==> src/rtl/cmp_arbiter_pkg.sv <==
// Shared definitions for the round-robin comparator arbiter and its clients.
package cmp_arbiter_pkg;

  typedef enum logic [1:0] {
    ST_IDLE  = 2'd0,
    ST_GRANT = 2'd1,
    ST_RESP  = 2'd2
  } state_t;

  // Bit positions of the result flags when packed as {L,G,E}.
  localparam int unsigned FLAG_L = 2;
  localparam int unsigned FLAG_G = 1;
  localparam int unsigned FLAG_E = 0;

  typedef struct packed {
    logic l;
    logic g;
    logic e;
  } cmp_flags_t;

endpackage

==> src/rtl/mag_cmp_core.sv <==
// Combinational unsigned magnitude comparator; exactly one of lt/gt/eq is set.
module mag_cmp_core #(
  parameter int unsigned WIDTH = 2
) (
  input  logic [WIDTH-1:0] a,
  input  logic [WIDTH-1:0] b,
  output logic             lt,
  output logic             gt,
  output logic             eq
);

  always_comb begin
    lt = (a < b);
    gt = (a > b);
    eq = (a == b);
  end

endmodule

==> src/rtl/cmp_arbiter.sv <==
// Round-robin arbiter sharing one magnitude comparator among N_REQ requesters.
module cmp_arbiter
  import cmp_arbiter_pkg::*;
#(
  parameter  int unsigned N_REQ = 4,
  parameter  int unsigned WIDTH = 2,
  localparam int unsigned IDW   = $clog2(N_REQ)
) (
  input  logic                   clk,
  input  logic                   reset_n,
  input  logic [N_REQ-1:0]       req,
  input  logic [N_REQ*WIDTH-1:0] a_bus,
  input  logic [N_REQ*WIDTH-1:0] b_bus,
  output logic [N_REQ-1:0]       ack,
  output logic [IDW-1:0]         grant_id,
  output logic                   L,
  output logic                   G,
  output logic                   E,
  output logic                   busy
);

  state_t           state, state_n;
  logic [IDW-1:0]   last;
  logic [IDW-1:0]   pick;
  logic [WIDTH-1:0] op_a, op_b;
  cmp_flags_t       flags;
  logic             core_lt, core_gt, core_eq;
  logic             load_grant, load_flags;

  // First set bit strictly after 'from', wrapping; indices stay below N_REQ.
  function automatic logic [IDW-1:0] rr_pick(input logic [N_REQ-1:0] r,
                                             input logic [IDW-1:0]   from);
    logic [IDW-1:0] sel;
    logic           found;
    int unsigned    idx;
    sel   = '0;
    found = 1'b0;
    for (int unsigned k = 1; k <= N_REQ; k++) begin
      idx = (32'(from) + k) % N_REQ;
      if (!found && r[idx]) begin
        sel   = IDW'(idx);
        found = 1'b1;
      end
    end
    return sel;
  endfunction

  always_comb pick = rr_pick(req, last);

  mag_cmp_core #(.WIDTH(WIDTH)) u_core (
    .a  (op_a),
    .b  (op_b),
    .lt (core_lt),
    .gt (core_gt),
    .eq (core_eq)
  );

  always_ff @(posedge clk or negedge reset_n) begin
    if (!reset_n) state <= ST_IDLE;
    else          state <= state_n;
  end

  always_comb begin
    state_n    = state;
    load_grant = 1'b0;
    load_flags = 1'b0;
    case (state)
      ST_IDLE: begin
        if (|req) begin
          load_grant = 1'b1;
          state_n    = ST_GRANT;
        end
      end
      ST_GRANT: begin
        load_flags = 1'b1;
        state_n    = ST_RESP;
      end
      ST_RESP: state_n = ST_IDLE;
      default: state_n = ST_IDLE;
    endcase
  end

  always_ff @(posedge clk or negedge reset_n) begin
    if (!reset_n) begin
      grant_id <= '0;
      last     <= IDW'(N_REQ - 1);
      op_a     <= '0;
      op_b     <= '0;
      flags    <= '0;
    end else begin
      if (load_grant) begin
        grant_id <= pick;
        last     <= pick;
        op_a     <= a_bus[pick*WIDTH +: WIDTH];
        op_b     <= b_bus[pick*WIDTH +: WIDTH];
      end
      if (load_flags) begin
        flags <= '{l: core_lt, g: core_gt, e: core_eq};
      end
    end
  end

  // ack and busy decode straight from the state register so reset clears them at once.
  always_comb begin
    ack  = (state == ST_RESP) ? (N_REQ'(1) << grant_id) : '0;
    busy = (state == ST_GRANT) || (state == ST_RESP);
    L    = flags.l;
    G    = flags.g;
    E    = flags.e;
  end

endmodule

==> config.mk <==
export PLATFORM = sky130hd
export DESIGN_NAME = cmp_arbiter
export DESIGN_NICKNAME = d
export VERILOG_FILES = /design/src/rtl/cmp_arbiter_pkg.sv /design/src/rtl/mag_cmp_core.sv /design/src/rtl/cmp_arbiter.sv
export SDC_FILE = /design/constraint.sdc
export NUM_CORES = 1
export LEC_CHECK = 0
export CAP_MARGIN = 20
export CORE_ASPECT_RATIO = 0.7
export CORE_MARGIN = 1
export CORE_UTILIZATION = 46
export DETAILED_ROUTE_END_ITERATION = 12
export GPL_ROUTABILITY_DRIVEN = 0
export MAX_ROUTING_LAYER = met4
export PLACE_DENSITY_LB_ADDON = 0.08
export SKIP_LAST_GASP = 1
export SYNTH_ARGS = -nofsm -noshare
export SYNTH_HDL_FRONTEND = slang
export SYNTH_SLANG_ARGS = --single-unit
==> constraint.sdc <==
create_clock -name clk -period 3.88 [get_ports clk]
set_clock_uncertainty 0.05 [all_clocks]
set_input_delay 0.582 -clock clk [delete_from_list [all_inputs] [get_ports clk]]
set_output_delay 0.582 -clock clk [all_outputs]
set_load 0.05 [all_outputs]
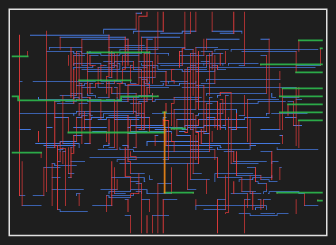
Fig. 1. Wiring by layer (run 1).
Key: metal 1 = blue [wire length 987 um]; metal 3 = green [wire length 134 um]; metal 4 = orange [wire length 13.6 um]; metal 2 = red [wire length 902 um]
per-cell routed wire length: 13.7 um
total wire length after detailed routing: 2040 um
Overall Global Routing Usage: 0.229

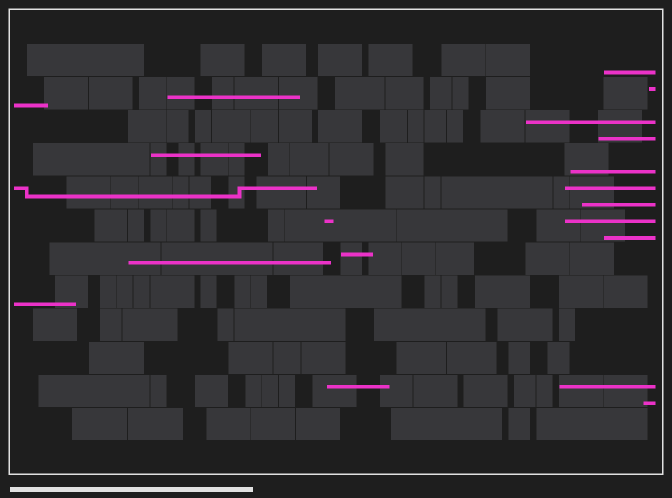
Fig. 2. Signal wires on met3 (run 1).
Bar = 20 um. Cells faint in the background.
18 nets have wire on it. The layer carries 134 um of wire. The wires run mostly horizontal. The longest straight run is 17.5 um.
fraction of met3 tracks used by global routing: 0.0714
Via Count: 818

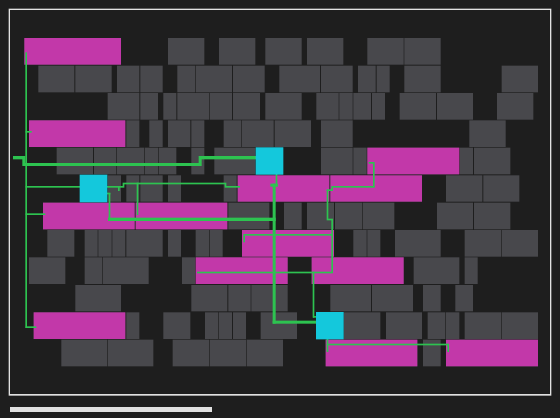
Fig. 3. Clock wires, drivers and flops (run 1).
Bar = 20 um.
Key: clock wires = green [length 183 um]; flip-flops = magenta [count 13]; clock drivers = cyan [count 3]
There are 4 routed clock nets.
later-pin clock latency in the skew report: 0.28 ns
power in the clock group: 0.0850 mW
proportion of power drawn by the clock network: 0.089

==> results.json, run 1 <==
{
  "final.min_clock_period_ns": 2.66,
  "die_height_um": 38.1,
  "antenna_cells_inserted": 0,
  "crit_required_ns": 3.25,
  "design.final.nets": 157,
  "pin_count_of_the_biggest_net_entering_global_routing": 14,
  "detailed_place.area_um2": 1190,
  "global_route.usage.met2": 0.350,
  "cell_types_with_the_highest_counts_after_synthesis": "sky130_fd_sc_hd__dfrtp_1 (11), sky130_fd_sc_hd__nand2_1 (11), sky130_fd_sc_hd__nor2_1 (11), sky130_fd_sc_hd__inv_1 (7), sky130_fd_sc_hd__ha_1 (6)",
  "crit-reg2reg-capture": "op_b[0]",
  "clock_sinks": 13,
  "crit_type": "reg -> out",
  "placementRows": 12,
  "ys_async_sr_fraction": 1.00,
  "worst_path_dominant_cell_family": "buffers and inverters",
  "ctsHtreeMaxLevel": 1,
  "worstHoldStart": "L",
  "design_power_total_mw": 0.952,
  "cts.root.buffer_cell": "sky130_fd_sc_hd__clkbuf_4",
  "ir_worst_vdd_v": 0.000710,
  "port-buffer-count": 31,
  "finalCritPeriodShare": 0.686,
  "timing.reg2reg.setup_slack_ns": 1.87,
  "holdWs_ns": 0.465,
  "outcome": "finished, final reports clean",
  "core_util_floorplan": 0.514,
  "aoi_share": 0.166,
  "syn-mean-instance-area_um2": 9.12,
  "power.switching_mw": 0.464,
  "post-cts-setup-buffer-count": 0,
  "comb_cell_power_mw": 0.601,
  "critPathLaunchType": "flop",
  "grt_first_pass_wirelength_um": 3140,
  "timing.final.ws_setup_ns": 1.22,
  "postSynthRegisterBits": 13,
  "area.growth.synth_to_final_pct": 41.9,
  "cp.arrival_ns": 2.03,
  "yosysChipArea_um2": 857,
  "die.size.x_um": 53.6,
  "power.sequential.total_mw": 0.266,
  "holdPathStages": 1,
  "enable_flop_cells": 0,
  "end_kind": "output pin",
  "cellInternalPower_mw": 0.488,
  "drt.antenna.violating_nets": 0,
  "fmax_ghz": 0.376,
  "die_area_um2": 2040,
  "flop_cell": "sky130_fd_sc_hd__dfrtp_1",
  "vias_per_cell": 5.49,
  "largestPowerGroup": "combinational cells",
  "clk_path_buf_depth": 2,
  "max_cap_violations": 0,
  "first_global_vias": 718,
  "drtIter0Drc": 16,
  "p_seq_frac": 0.279,
  "min-delay-path-class": "reg -> reg",
  "synth_seq_share": 0.382,
  "mux_area_frac": 0.0861,
  "cts-buffers-inserted": 3,
  "synthXorXnorAreaFrac": 0,
  "post_route_cells_drive_above_1_share": 0.0859,
  "rr_worst_depth": 5,
  "postSynthCellCount": 94,
  "detailedRoute.firstPassIterationCount": 4,
  "p_sw_frac": 0.487
}
-- run 1: layout make-up --
cell class	count	area, um^2	share of cell area
Sequential cell	13	328	0.270
Inverter	7	26.3	0.0216
Clock buffer	4	26.3	0.0216
Tap cell	21	26.3	0.0216
Timing Repair Buffer	31	310	0.255
Multi-Input combinational cell	73	499	0.410
-- run 1: layer usage --
layer  vias to the layer above  wire length (um)
li1                        405                 -
met5                         -                 0
met2                        23               902
met1                       387               986
met3                         3               134
met4                         0                13
-- run 1: worst max path at each step --
stage,from,cells past startpoint,end,slack (ns)
6_report,state[0],4,ack[0],1.22
5_1_grt,state[0],4,ack[0],1.11
4_1_cts,state[0],4,ack[0],1.20
3_5_place_dp,req[1],6,op_b[0],1.26
3_3_place_gp,req[0],6,op_a[0],1.30
2_1_floorplan,grant_id[0],1,ack[0],1.43
Fig. 4: run 1, metal 2
Cells faint in the background.
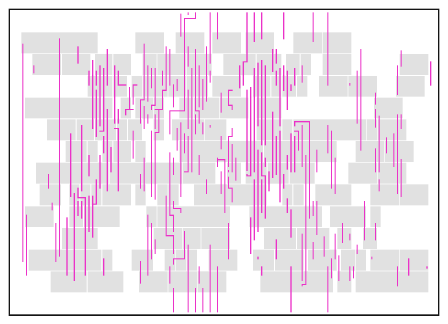

==> run 2: changes to the inputs <==
- CORE_UTILIZATION: 46 -> 39
- clock period: 3.88 -> 2.3 ns (I/O delays scaled with it)
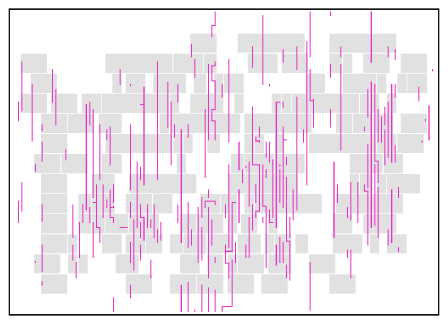
Fig. 5. Metal 2 (run 2).
Cells faint in the background.
The wires run mostly vertical. 123 nets have wire on it.
Via Count: 804
total wire length after detailed routing: 1910 um
met2 Track Usage GR: 0.322

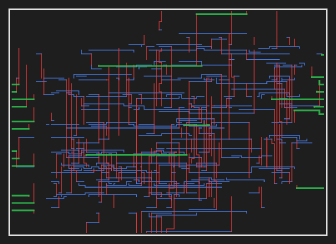
Fig. 6. Wiring by layer (run 2).
Key: metal 1 = blue [wire length 990 um]; metal 2 = red [wire length 807 um]; metal 3 = green [wire length 110 um]
per-cell routed wire length: 12.5 um
Overall Global Routing Usage: 0.191

==> run 2 against run 1 <==
The flow now finishes with violations (DRC). Routed wire length shrank 6.4%. Via count shrank 1.7%. Area after synthesis is the same. Critical endpoint is now op_b[0]. Largest power group unchanged. Highest routed layer is now met3.
==> results.json, run 2 <==
{
  "outcome": "finished, violations left",
  "failing_checks": "DRC",
  "holdWs_ns": 0.392,
  "max_cap_violations": 0,
  "ctsHtreeMaxLevel": 1,
  "pwr.group.clock_mw": 0.135,
  "largestPowerGroup": "combinational cells",
  "rr_worst_depth": 5,
  "antenna_cells_inserted": 0,
  "comb_cell_power_mw": 1.02,
  "power.sequential.total_mw": 0.451,
  "post-route-drc-count": 2,
  "die.size.x_um": 58.0,
  "cp.arrival_ns": 2.15,
  "pin_count_of_the_biggest_net_entering_global_routing": 14,
  "drtIter0Drc": 45,
  "cell_types_with_the_highest_counts_after_synthesis": "sky130_fd_sc_hd__dfrtp_1 (11), sky130_fd_sc_hd__nand2_1 (11), sky130_fd_sc_hd__nor2_1 (11), sky130_fd_sc_hd__inv_1 (7), sky130_fd_sc_hd__ha_1 (6)",
  "drt.antenna.violating_nets": 0,
  "die_height_um": 41.2,
  "mux_area_frac": 0.0861,
  "placementRows": 13,
  "cts-buffers-inserted": 3,
  "synthXorXnorAreaFrac": 0,
  "comb_area_um2": 499,
  "power.share.clock": 0.084,
  "port-buffer-count": 31,
  "crit_required_ns": 2.38,
  "enable_flop_cells": 0,
  "fmax_ghz": 0.484,
  "postSynthCellCount": 94,
  "power.switching_mw": 0.778,
  "timing.reg2reg.setup_slack_ns": 0.32,
  "cts.root.buffer_cell": "sky130_fd_sc_hd__clkbuf_4",
  "design_power_total_mw": 1.61,
  "ys_async_sr_fraction": 1.00,
  "p_seq_frac": 0.280,
  "yosysChipArea_um2": 857,
  "min-delay-path-class": "in -> async",
  "crit_type": "in -> reg",
  "area.sequential_um2": 328,
  "critical_path_depth": 6,
  "clk_path_buf_depth": 2,
  "flop_cell": "sky130_fd_sc_hd__dfrtp_1",
  "syn-mean-instance-area_um2": 9.12
}
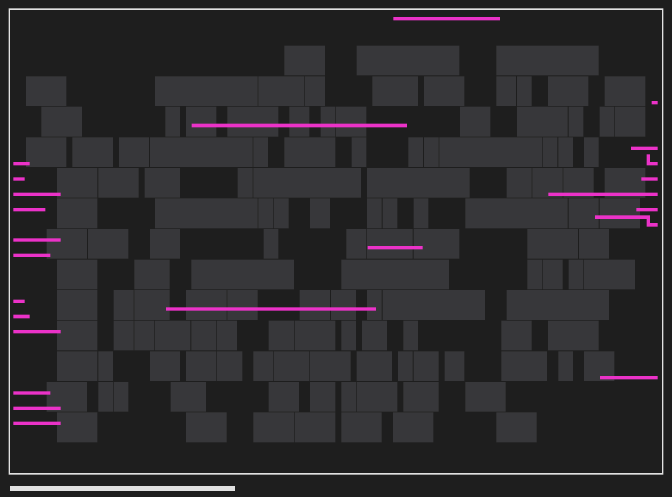
Fig. 7. Signal wires on met3 (run 2).
Bar = 20 um. Cells faint in the background.
The longest straight run is 18.9 um. 24 nets have wire on it. The wires run mostly horizontal. The layer carries 110 um of wire.
fraction of met3 tracks used by global routing: 0.0505

-- run 2: per-layer routing --
metal,vias to the layer above,track usage,wire length (um)
met5,-,-,0
met2,28,0.322,807
met4,0,0,0
met3,0,0.0505,109
li1,416,-,-
met1,360,0.251,989
-- run 2: final cells by class --
class	instances	area share
clock buffers	4	0.0214
inverters	7	0.0214
multi-input cells	73	0.407
flip-flops and latches	13	0.267
well taps	22	0.0224
repair buffers	34	0.261
-- run 2: cell families (layout without fill, tap and decap cells) --
logic type,count (synthesis),count (layout)
compound gates,19,19
fa+ha+maj,6,6
flops,13,13
mux,7,7
buf+inv,8,45
simple gates,41,41
Power figures rest on the tool's default switching activity, not on a simulated workload.
